`src/rtl/alsu_pipe.sv`:
```
// alsu_pipe: two-stage pipelined arithmetic/logic/shift unit with valid/ready
// flow control on both sides. Stage 1 captures the request, stage 2 is the
// result register (out/err). While err is set, leds blinks with a divider that
// restarts on every rising edge of err.
// Optional feature: define ALSU_ERR_CNT_EN to build the 8-bit saturating
// invalid-operation counter on err_cnt; otherwise err_cnt is tied to zero.
module alsu_pipe #(
  parameter int WIDTH          = 3,
  parameter     INPUT_PRIORITY = "A",
  parameter     FULL_ADDER     = "ON",
  parameter int BLINK_DIV      = 4
) (
  input  logic                 clk,
  input  logic                 rst_n,
  input  logic                 in_valid,
  output logic                 in_ready,
  input  logic [WIDTH-1:0]     A,
  input  logic [WIDTH-1:0]     B,
  input  logic [2:0]           opcode,
  input  logic                 cin,
  input  logic                 serial_in,
  input  logic                 direction,
  input  logic                 red_op_A,
  input  logic                 red_op_B,
  input  logic                 bypass_A,
  input  logic                 bypass_B,
  output logic                 out_valid,
  input  logic                 out_ready,
  output logic [2*WIDTH-1:0]   out,
  output logic                 err,
  output logic [15:0]          leds,
  output logic [7:0]           err_cnt
);

  localparam int RW = 2 * WIDTH;
  localparam bit PRIO_A = (INPUT_PRIORITY == "A");
  localparam bit FA_ON  = (FULL_ADDER == "ON");
  localparam int DIV_W  = (BLINK_DIV > 1) ? $clog2(BLINK_DIV) : 1;
  localparam logic [DIV_W-1:0] DIV_LAST = DIV_W'(BLINK_DIV - 1);

  localparam logic [2:0] OP_AND = 3'd0;
  localparam logic [2:0] OP_XOR = 3'd1;
  localparam logic [2:0] OP_ADD = 3'd2;
  localparam logic [2:0] OP_MUL = 3'd3;
  localparam logic [2:0] OP_SHF = 3'd4;
  localparam logic [2:0] OP_ROT = 3'd5;

  // stage 1 request register
  logic             s1_valid_r;
  logic [WIDTH-1:0] a_r, b_r;
  logic [2:0]       opcode_r;
  logic             cin_r, serial_in_r, direction_r;
  logic             red_a_r, red_b_r, byp_a_r, byp_b_r;

  logic             accept_s, adv2_s;
  logic             invalid_s, red_any_s, red_use_a_s, byp_use_a_s, cin_eff_s;
  logic             err_rise_s;
  logic [WIDTH:0]   sum_s;
  logic [RW-1:0]    prod_s;
  logic [RW-1:0]    result_s;
  logic [DIV_W-1:0] div_r;

  assign adv2_s   = s1_valid_r & (~out_valid | out_ready);
  assign in_ready = ~s1_valid_r | adv2_s;
  assign accept_s = in_valid & in_ready;

  // When both flags are set the configured operand wins.
  assign red_any_s   = red_a_r | red_b_r;
  assign red_use_a_s = red_a_r & (~red_b_r | PRIO_A);
  assign byp_use_a_s = byp_a_r & (~byp_b_r | PRIO_A);
  assign cin_eff_s   = cin_r & FA_ON;

  assign invalid_s = (opcode_r == 3'd6) || (opcode_r == 3'd7) ||
                     (red_any_s && (opcode_r >= OP_ADD));

  assign sum_s  = {1'b0, a_r} + {1'b0, b_r} + {{WIDTH{1'b0}}, cin_eff_s};
  assign prod_s = {{WIDTH{1'b0}}, a_r} * {{WIDTH{1'b0}}, b_r};

  assign err_rise_s = adv2_s & invalid_s & ~err;

  // Capture a new request into stage 1 or empty it when it moves to stage 2.
  always_ff @(posedge clk or negedge rst_n) begin
    if (!rst_n) begin
      s1_valid_r  <= 1'b0;
      a_r         <= '0;
      b_r         <= '0;
      opcode_r    <= 3'd0;
      cin_r       <= 1'b0;
      serial_in_r <= 1'b0;
      direction_r <= 1'b0;
      red_a_r     <= 1'b0;
      red_b_r     <= 1'b0;
      byp_a_r     <= 1'b0;
      byp_b_r     <= 1'b0;
    end else if (accept_s) begin
      s1_valid_r  <= 1'b1;
      a_r         <= A;
      b_r         <= B;
      opcode_r    <= opcode;
      cin_r       <= cin;
      serial_in_r <= serial_in;
      direction_r <= direction;
      red_a_r     <= red_op_A;
      red_b_r     <= red_op_B;
      byp_a_r     <= bypass_A;
      byp_b_r     <= bypass_B;
    end else if (adv2_s) begin
      s1_valid_r  <= 1'b0;
    end else begin
      s1_valid_r  <= s1_valid_r;
    end
  end

  // Result selection: invalid beats bypass, bypass beats the opcode.
  // Shift and rotate operate on the result currently held in out.
  always_comb begin
    result_s = '0;
    if (invalid_s) begin
      result_s = '0;
    end else if (byp_a_r || byp_b_r) begin
      result_s = byp_use_a_s ? {{WIDTH{1'b0}}, a_r} : {{WIDTH{1'b0}}, b_r};
    end else begin
      case (opcode_r)
        OP_AND: begin
          if (red_any_s) begin
            result_s = {{(RW-1){1'b0}}, (red_use_a_s ? (&a_r) : (&b_r))};
          end else begin
            result_s = {{WIDTH{1'b0}}, a_r & b_r};
          end
        end
        OP_XOR: begin
          if (red_any_s) begin
            result_s = {{(RW-1){1'b0}}, (red_use_a_s ? (^a_r) : (^b_r))};
          end else begin
            result_s = {{WIDTH{1'b0}}, a_r ^ b_r};
          end
        end
        OP_ADD: result_s = {{(WIDTH-1){1'b0}}, sum_s};
        OP_MUL: result_s = prod_s;
        OP_SHF: begin
          if (direction_r) begin
            result_s = {out[RW-2:0], serial_in_r};
          end else begin
            result_s = {serial_in_r, out[RW-1:1]};
          end
        end
        OP_ROT: begin
          if (direction_r) begin
            result_s = {out[RW-2:0], out[RW-1]};
          end else begin
            result_s = {out[0], out[RW-1:1]};
          end
        end
        default: result_s = '0;
      endcase
    end
  end

  // Output valid: set when stage 1 advances, cleared when the consumer takes it.
  always_ff @(posedge clk or negedge rst_n) begin
    if (!rst_n) begin
      out_valid <= 1'b0;
    end else if (adv2_s) begin
      out_valid <= 1'b1;
    end else if (out_ready) begin
      out_valid <= 1'b0;
    end else begin
      out_valid <= out_valid;
    end
  end

  // Result and error registers load only when stage 2 advances.
  always_ff @(posedge clk or negedge rst_n) begin
    if (!rst_n) begin
      out <= '0;
      err <= 1'b0;
    end else if (adv2_s) begin
      out <= result_s;
      err <= invalid_s;
    end else begin
      out <= out;
      err <= err;
    end
  end

  // LED blink: all-on when err rises, toggles every BLINK_DIV cycles while err
  // stays set, cleared by any valid operation.
  always_ff @(posedge clk or negedge rst_n) begin
    if (!rst_n) begin
      leds  <= 16'h0000;
      div_r <= '0;
    end else if (adv2_s && !invalid_s) begin
      leds  <= 16'h0000;
      div_r <= '0;
    end else if (err_rise_s) begin
      leds  <= 16'hFFFF;
      div_r <= '0;
    end else if (err) begin
      if (div_r == DIV_LAST) begin
        leds  <= ~leds;
        div_r <= '0;
      end else begin
        leds  <= leds;
        div_r <= div_r + DIV_W'(1);
      end
    end else begin
      leds  <= leds;
      div_r <= div_r;
    end
  end

`ifdef ALSU_ERR_CNT_EN
  logic [7:0] err_cnt_r;

  // Count invalid operations as they complete, saturating at 255.
  always_ff @(posedge clk or negedge rst_n) begin
    if (!rst_n) begin
      err_cnt_r <= 8'd0;
    end else if (adv2_s && invalid_s && (err_cnt_r != 8'hFF)) begin
      err_cnt_r <= err_cnt_r + 8'd1;
    end else begin
      err_cnt_r <= err_cnt_r;
    end
  end

  assign err_cnt = err_cnt_r;
`else
  assign err_cnt = 8'd0;
`endif

endmodule
```
`config.mk`:
```
export PLATFORM = sky130hd
export DESIGN_NAME = alsu_pipe
export DESIGN_NICKNAME = d
export VERILOG_FILES = /design/src/rtl/alsu_pipe.sv
export SDC_FILE = /design/constraint.sdc
export NUM_CORES = 1
export LEC_CHECK = 0
export CAP_MARGIN = 20
export CORE_ASPECT_RATIO = 0.8
export CORE_UTILIZATION = 31
export DETAILED_ROUTE_END_ITERATION = 6
export SLEW_MARGIN = 20
export SYNTH_ARGS = -nofsm -noshare
export SYNTH_HDL_FRONTEND = slang
export SYNTH_SLANG_ARGS = --single-unit
```
`constraint.sdc`:
```
create_clock -name clk -period 2.8 [get_ports clk]
set_input_delay 0.56 -clock clk [delete_from_list [all_inputs] [get_ports clk]]
set_output_delay 0.56 -clock clk [all_outputs]
set_load 0.05 [all_outputs]
```
Fig. 1: run 1, cells by drive strength
Scale: 4 px per um.
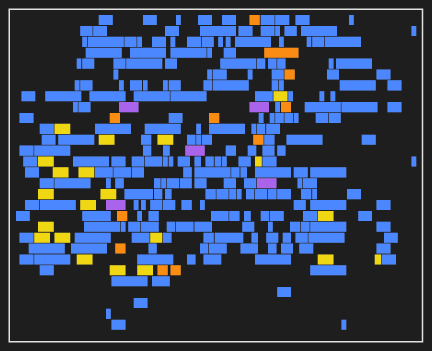
legend:
  purple:
    size: drive 6 and up
    cells: 5
  orange:
    size: drive 3 to 4
    cells: 11
  blue:
    size: drive 1 or less
    cells: 245
  yellow:
    size: drive 2
    cells: 21

Fig. 2: run 1, placement by cell class
Scale: 4 px per um.
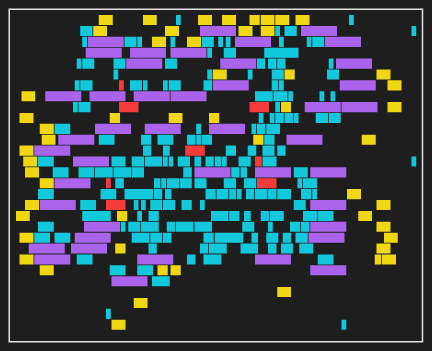
legend:
  yellow:
    class: other buffers and delay cells
    cells: 53
  purple:
    class: flops
    cells: 43
  cyan:
    class: all other logic
    cells: 178
  red:
    class: clock drivers and dummy loads
    cells: 8
Design Area, Final: 3150 um^2
Cell Rows: 29
final core utilization: 39.8%
area of the core: 7910 um^2

==> reports/qor.yml, run 1 <==
num_vias: 1931
numCtsBuffers: 5
flops: 43
layout_top_cell: "dfrtp_1"
synthFlopType: "dfrtp_1"
clockBufferCount: 7
synth_warnings: 0
leakagePower_uw: 0.00138
cts_tree: "yes"
tool_warnings: 27
p_total_uw: 2830
ys_cells: 234
switchingPower_uw: 1270
critPathKind: "reg -> reg"
h-tree-depth: 2
die_w_um: 103
p_int_uw: 1560
clock_skew_ns: 0.00675
clk_latency_ns: 0.30
cpMostUsedCell: "ha_1"
wl_met3_um: 335
outcome: "finished, final reports clean"
simple_gate_share_pct: 15.1
crit_fanout: 8
ys_types: 46
synth.comb.largest_family: "AND-OR/OR-AND gates"
finalMaxSlewViolations: 0
whs_ns: 0.280
syn_avg_cell_area_um2: 10.8
cpPeakStageDelay_ns: 0.53
r2r_start: "a_r[0]$_DFFE_PN0P_"
io_pins: 53
n_antenna_cell: 0
inv_count: 5
met1Wirelength_um: 3060
path_clk_slew_ns: 0.08
Fig. 3: run 1, congestion heat map
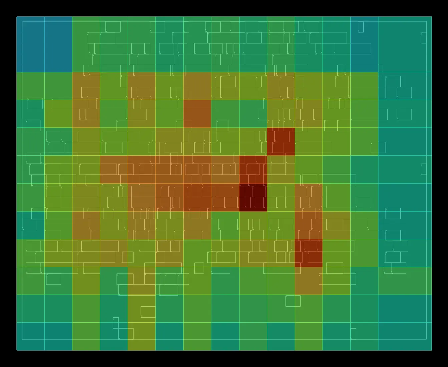
M2 GR Usage: 19.5%
GRT Overall Usage: 14.6%
met3 usage: 2.95%
met1 Usage GRT: 23.1%
mean routed wirelength per cell: 14.7 um

run 1: state kept, by name, indices dropped and copies added (netlist names), 2 cells and up:
| name | count |
|---|---|
| out | 6 |
| a_r | 3 |
| div_r | 2 |
| leds | 16 |
| opcode_r | 3 |
| b_r | 3 |
run 1: cells by family (layout without fill, tap and decap cells):
group	after synthesis	after routing
buf+inv	25	66
xor+xnor	4	4
simple gates	70	70
compound gates	53	53
other cells	1	8
flops	43	43
fa+ha+maj	16	16
mux	22	22
run 1: power by group through the flow:
stage	Combinational [uW]	Clock [uW]	Sequential (uW)
floorplan	646	0	1380
global placement	1440	0	1000
detailed placement	1460	0	1010
CTS	1460	398	998
global route	1580	429	1040
finish	1450	386	997
run 1: final timing paths:
path | end | slack (ns) | depth (start not counted)
min in group clk | leds[2]$_DFFE_PN0P_ | 0.53 | 1
worst max-delay path | out[3]$_DFFE_PN0P_ | 0.51 | 8
worst max register to register | out[3]$_DFFE_PN0P_ | 0.51 | 8
worst min register to register | leds[2]$_DFFE_PN0P_ | 0.53 | 1
worst min-delay path | leds[0]$_DFFE_PN0P_ | 0.28 | 1
max in group asynchronous | red_b_r$_DFFE_PN0P_ | 1.91 | 2
run 1: cell usage after synthesis (all sizes together), types with 5 or more instances:
cell type / instances / area (um^2)
a22o: 19 / 166
buf: 13 / 104
nand2: 29 / 109
mux2: 17 / 191
inv: 5 / 18.8
mux2i: 5 / 50.1
and2: 6 / 37.5
o21ai: 5 / 25.0
nor2: 6 / 22.5
dfrtp: 43 / 1080
nor2b: 9 / 56.3
nor4b: 5 / 58.8
clkbuf: 7 / 26.3
ha: 13 / 163
Fig. 4: run 1, a small window of the routed layout
Window x 13 to 38, y 50 to 75 um. Cells in grey, sequential cells in the stronger grey; small squares are vias.
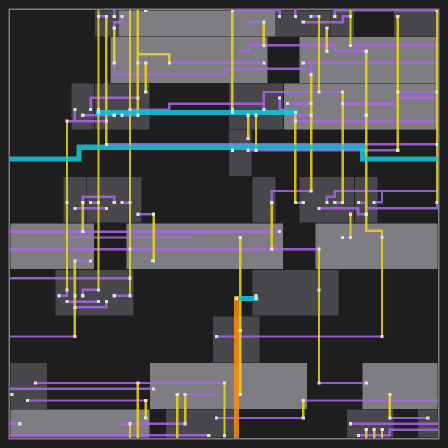

==> inputs of run 2 (changes only) <==
==> constraint.sdc (replaced) <==
create_clock -name clk -period 1.92 [get_ports clk]
set_input_delay 0.384 -clock clk [delete_from_list [all_inputs] [get_ports clk]]
set_output_delay 0.384 -clock clk [all_outputs]
set_load 0.05 [all_outputs]
Fig. 5: run 2, a small window of the routed layout
Window x 13 to 38, y 50 to 75 um. Cells in grey, sequential cells in the stronger grey; small squares are vias.
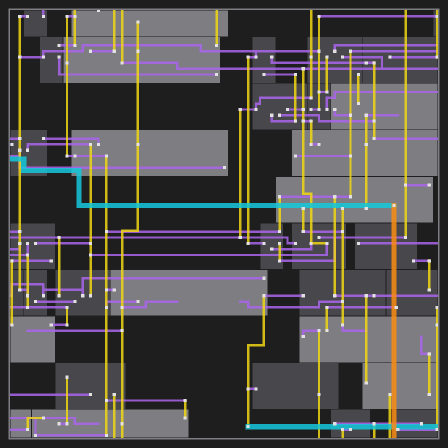
legend:
  cyan:
    layer: met3
  yellow:
    layer: met2
  orange:
    layer: met4
  purple:
    layer: met1
sequential cells in the window: 9
cells with their middle in the window: 29
netlist names of flops here include: leds (7)
most frequent: dfrtp_1 (9), nand2_1 (6), a22o_1 (6)

Fig. 6: run 2, cells by drive strength
Scale: 4 px per um.
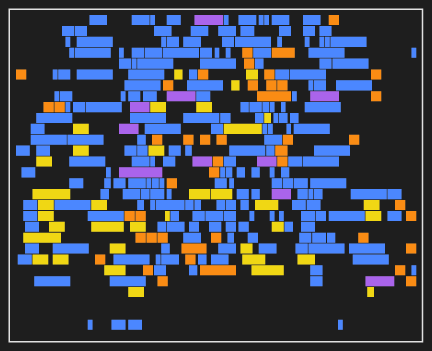
legend:
  blue:
    size: drive 1 or less
    cells: 212
  purple:
    size: drive 6 and up
    cells: 10
  orange:
    size: drive 3 to 4
    cells: 45
  yellow:
    size: drive 2
    cells: 36

==> run 2 against run 1 <==
The run now ends with negative setup slack left. Power is 58% higher. Die size stayed put. Setup slack worse by 0.74 ns. Synthesized area unchanged. Non-clock buffer count up 21. Register-to-register slack got worse by 0.74 ns. Sequential cell count unchanged. Combinational power up 61%. Critical path depth stayed put. Via count is 3.6% higher. Clock-buffer cell count is 2 lower.
==> reports/qor.yml, run 2 <==
globalRouteMet1Util_pct: 23.5
top_register: "leds"
setup_viol: 5
outcome: "complete, but fails checks"
setup_slack_ns: -0.227
path_clk_slew_ns: 0.09
io_pins: 53
cpPeakStageDelay_ns: 0.41
inv_count: 5
largest_reg_flops: 16
wl_met3_um: 315
num_vias: 2001
clockBufferCount: 5
clock_skew_ns: 0.0125
ys_types: 46
synth_warnings: 0
h-tree-depth: 2
violations: "negative setup slack"
p_int_uw: 2520
fin_util_pct: 43.8
common_cells: "dfrtp_1, nand2_1, a22o_1"
clk_latency_ns: 0.29
fp.coreArea_um2: 7910
yosysTopAreaCellShare_pct: 42.6
synth_area_leader_cell: "dfrtp_1"
p_total_uw: 4470
n_antenna_cell: 0
synth.most_common_cell: "dfrtp_1"
leakagePower_uw: 0.00166
flops: 43
tool_warnings: 30
ys_cells: 234
finalInstanceArea_um2: 3470
r2r_start: "a_r[1]$_DFFE_PN0P_"
switchingPower_uw: 1950
reg.largest.list: "leds x16, out x6"
==> run 2: cell counts after synthesis <==
No cell type changed its count.
==> run 2: metrics by stage <==
stage	std cells	TNS [ns]
floorplan	241	-0.970
global placement	400	-5.17
detailed placement	400	-6.13
CTS	410	-0.759
global route	411	-1.16
finish	411	-0.780
==> run 2: path summary, 6_finish.rpt <==
path                       cells after the start              endpoint  slack, ns
max reg2reg                                    8    out[3]$_DFFE_PN0P_      -0.23
min in group clk                               1  leds[15]$_DFFE_PN0P_       0.53
max                                            8    out[3]$_DFFE_PN0P_      -0.23
max in group asynchronous                      2    a_r[0]$_DFFE_PN0P_       1.64
min                                            2  div_r[0]$_DFFE_PN0P_       0.05
min reg2reg                                    1  leds[15]$_DFFE_PN0P_       0.53
==> run 2: power groups by stage <==
stage / Sequential, uW / Clock (uW) / Combinational (uW)
floorplan: 2010 / 0 / 958
finish: 1420 / 708 / 2340
CTS: 1420 / 731 / 2320
detailed placement: 1430 / 0 / 2290
global placement: 1430 / 0 / 2240
global route: 1460 / 771 / 2510
==> run 2: cells by family (layout without fill, tap and decap cells) <==
kind of cell / Yosys count / in the layout / share of synthesized area, %
adder cells (fa/ha/maj): 16 / 16 / 8.81
other: 1 / 8 / 0.148
XOR/XNOR: 4 / 4 / 1.39
multiplexers: 22 / 22 / 9.55
flip-flops: 43 / 43 / 42.6
buffers and inverters: 25 / 87 / 5.89
AND/OR/NAND/NOR: 70 / 70 / 15.1
AND-OR/OR-AND: 53 / 53 / 16.5
==> run 2: worst register-to-register path: cells and delay by family, from the launching register on <==
kind,cells,cell delay [ns]
flops,1,0.39
fa+ha+maj,4,1.13
xor+xnor,1,0.12
compound gates,3,0.38
Fig. 7: run 2, congestion heat map
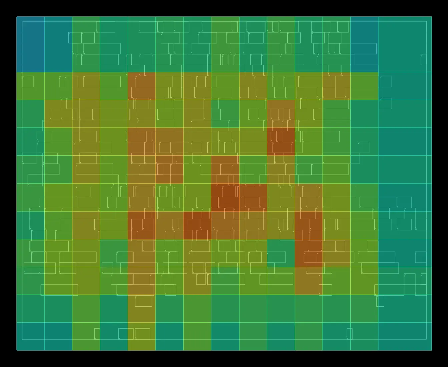

==> inputs of run 3 (changes only) <==
--- a/config.mk
+++ b/config.mk
@@ -7,6 +7,7 @@
 export LEC_CHECK = 0
 export CAP_MARGIN = 20
 export CORE_ASPECT_RATIO = 0.8
+export CORE_MARGIN = 2
 export CORE_UTILIZATION = 31
 export DETAILED_ROUTE_END_ITERATION = 6
 export SLEW_MARGIN = 20
==> constraint.sdc (replaced) <==
create_clock -name clk -period 2 [get_ports clk]
set_input_delay 0.4 -clock clk [delete_from_list [all_inputs] [get_ports clk]]
set_output_delay 0.4 -clock clk [all_outputs]
set_load 0.05 [all_outputs]
Fig. 8: run 3, congestion heat map
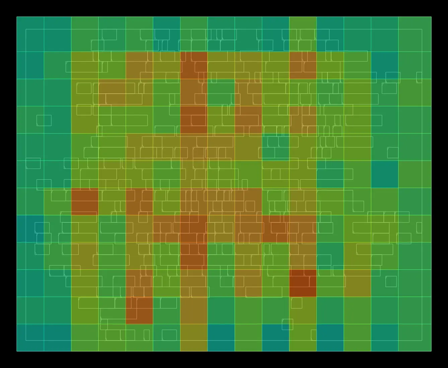
mean routed wirelength per cell: 14.3 um
M2 GR Usage: 19.9%
met3 usage: 3.73%
GRT Overall Usage: 14.2%

==> run 3 against run 2 <==
The run still ends with negative setup slack left. Sequential power is 4% lower. Cell area is 2.5% higher. Cell count is 0.73% higher. Die size is 4.4% higher. Clock skew is 0.0030 ns higher. Synthesized cell count stayed put. Sequential share of layout area is 0.79 points lower. Clock power is 13% higher. Non-clock buffer count is 3 higher. Critical path depth stayed put. Power is 1.2% higher. Setup slack better by 0.081 ns.
==> reports/qor.yml, run 3 <==
outcome: "complete, but fails checks"
violations: "negative setup slack"
synth.most_common_cell: "dfrtp_1"
placedCellCount: 400
rrSetupSlack_ns: -0.15
setup_viol: 9
yosysTopAreaCellShare_pct: 42.6
synth_area_leader_cell: "dfrtp_1"
path_clk_slew_ns: 0.09
fp.coreArea_um2: 7910
reg.largest.list: "leds x16, out x6"
ys_types: 46
common_cells: "dfrtp_1, nand2_1, a22o_1"
crit_fanout: 2
r2r-end: "out[4]$_DFFE_PN0P_"
critPathKind: "reg -> reg"
cts_tree: "yes"
top_register: "leds"
syn_avg_cell_area_um2: 10.8
whs_ns: 0.112
p_total_uw: 4520
largest_reg_flops: 16
layout_top_cell: "dfrtp_1"
clock_skew_ns: 0.0155
n_antenna_cell: 0
die_w_um: 105
setup_slack_ns: -0.146
num_rows: 29
synthTopCellsByArea: "dfrtp_1, mux2_2, a22o_1"
ys_cells: 234
finalInstanceArea_um2: 3550
r2r_start: "a_r[1]$_DFFE_PN0P_"
h-tree-depth: 2
tool_warnings: 30
clk_latency_ns: 0.29
Fig. 9: run 3, placement by cell class
Scale: 4 px per um.
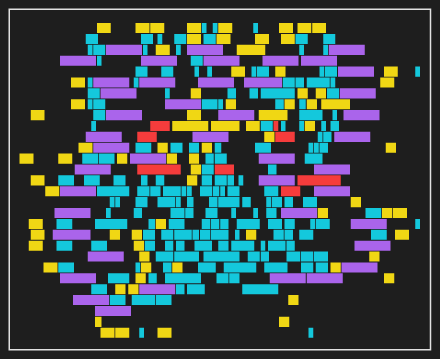
legend:
  yellow:
    class: other buffers and delay cells
    cells: 77
  purple:
    class: flops
    cells: 43
  red:
    class: clock drivers and dummy loads
    cells: 8
  cyan:
    class: all other logic
    cells: 178

-- run 3: kinds of logic (layout without fill, tap and decap cells) --
logic type	count (synthesis)	after routing	synth area share (%)
compound gates	53	53	16.5
buf+inv	25	90	5.89
flops	43	43	42.6
simple gates	70	70	15.1
other cells	1	8	0.148
xor+xnor	4	4	1.39
fa+ha+maj	16	16	8.81
mux	22	22	9.55
-- run 3: area by class of cell --
class,count,area (um^2)
clock inverters,2,60.1
fillers,788,4360
well taps,108,135
multi-input cells,173,1460
repair buffers,77,731
inverters,5,18.8
clock buffers,6,72.6
flip-flops and latches,43,1080
-- run 3: worst max path at each step --
stage,slack [ns],cells after the start,to
global route,-0.21,8,out[4]$_DFFE_PN0P_
global placement,-0.25,5,leds[15]$_DFFE_PN0P_
detailed placement,-0.28,5,leds[15]$_DFFE_PN0P_
floorplan,-0.1,8,out[3]$_DFFE_PN0P_
finish,-0.15,8,out[4]$_DFFE_PN0P_
CTS,-0.13,8,out[3]$_DFFE_PN0P_
-- run 3: per-stage QoR --
step	setup TNS, ns	util (%)
final	-0.423	44.9
after CTS	-0.426	43.2
after global placement	-3.88	41.0
after detailed placement	-4.55	41.0
after global routing	-1.74	44.9
after floorplan	-0.184	-
-- run 3: metal layers --
metal  routed length (um)  share of wire [%]  global-route usage, %  vias to the layer above
met2                 2510                 42                   19.9                       48
met3                  284                4.8                   3.73                        2
met4                   40               0.67                   3.27                        0
met1                 3100                 52                   21.7                      966
met5                    0                  0                      0                        -
li1                     -                  -                      -                      977
-- run 3: power breakdown --
| part | total, uW | internal [uW] | switching (uW) |
|---|---|---|---|
| sequential | 1360 | 1120 | 236 |
| clock | 797 | 499 | 298 |
| combinational | 2370 | 1030 | 1330 |
No activity file was given, so power comes from the tool's default toggle rates.
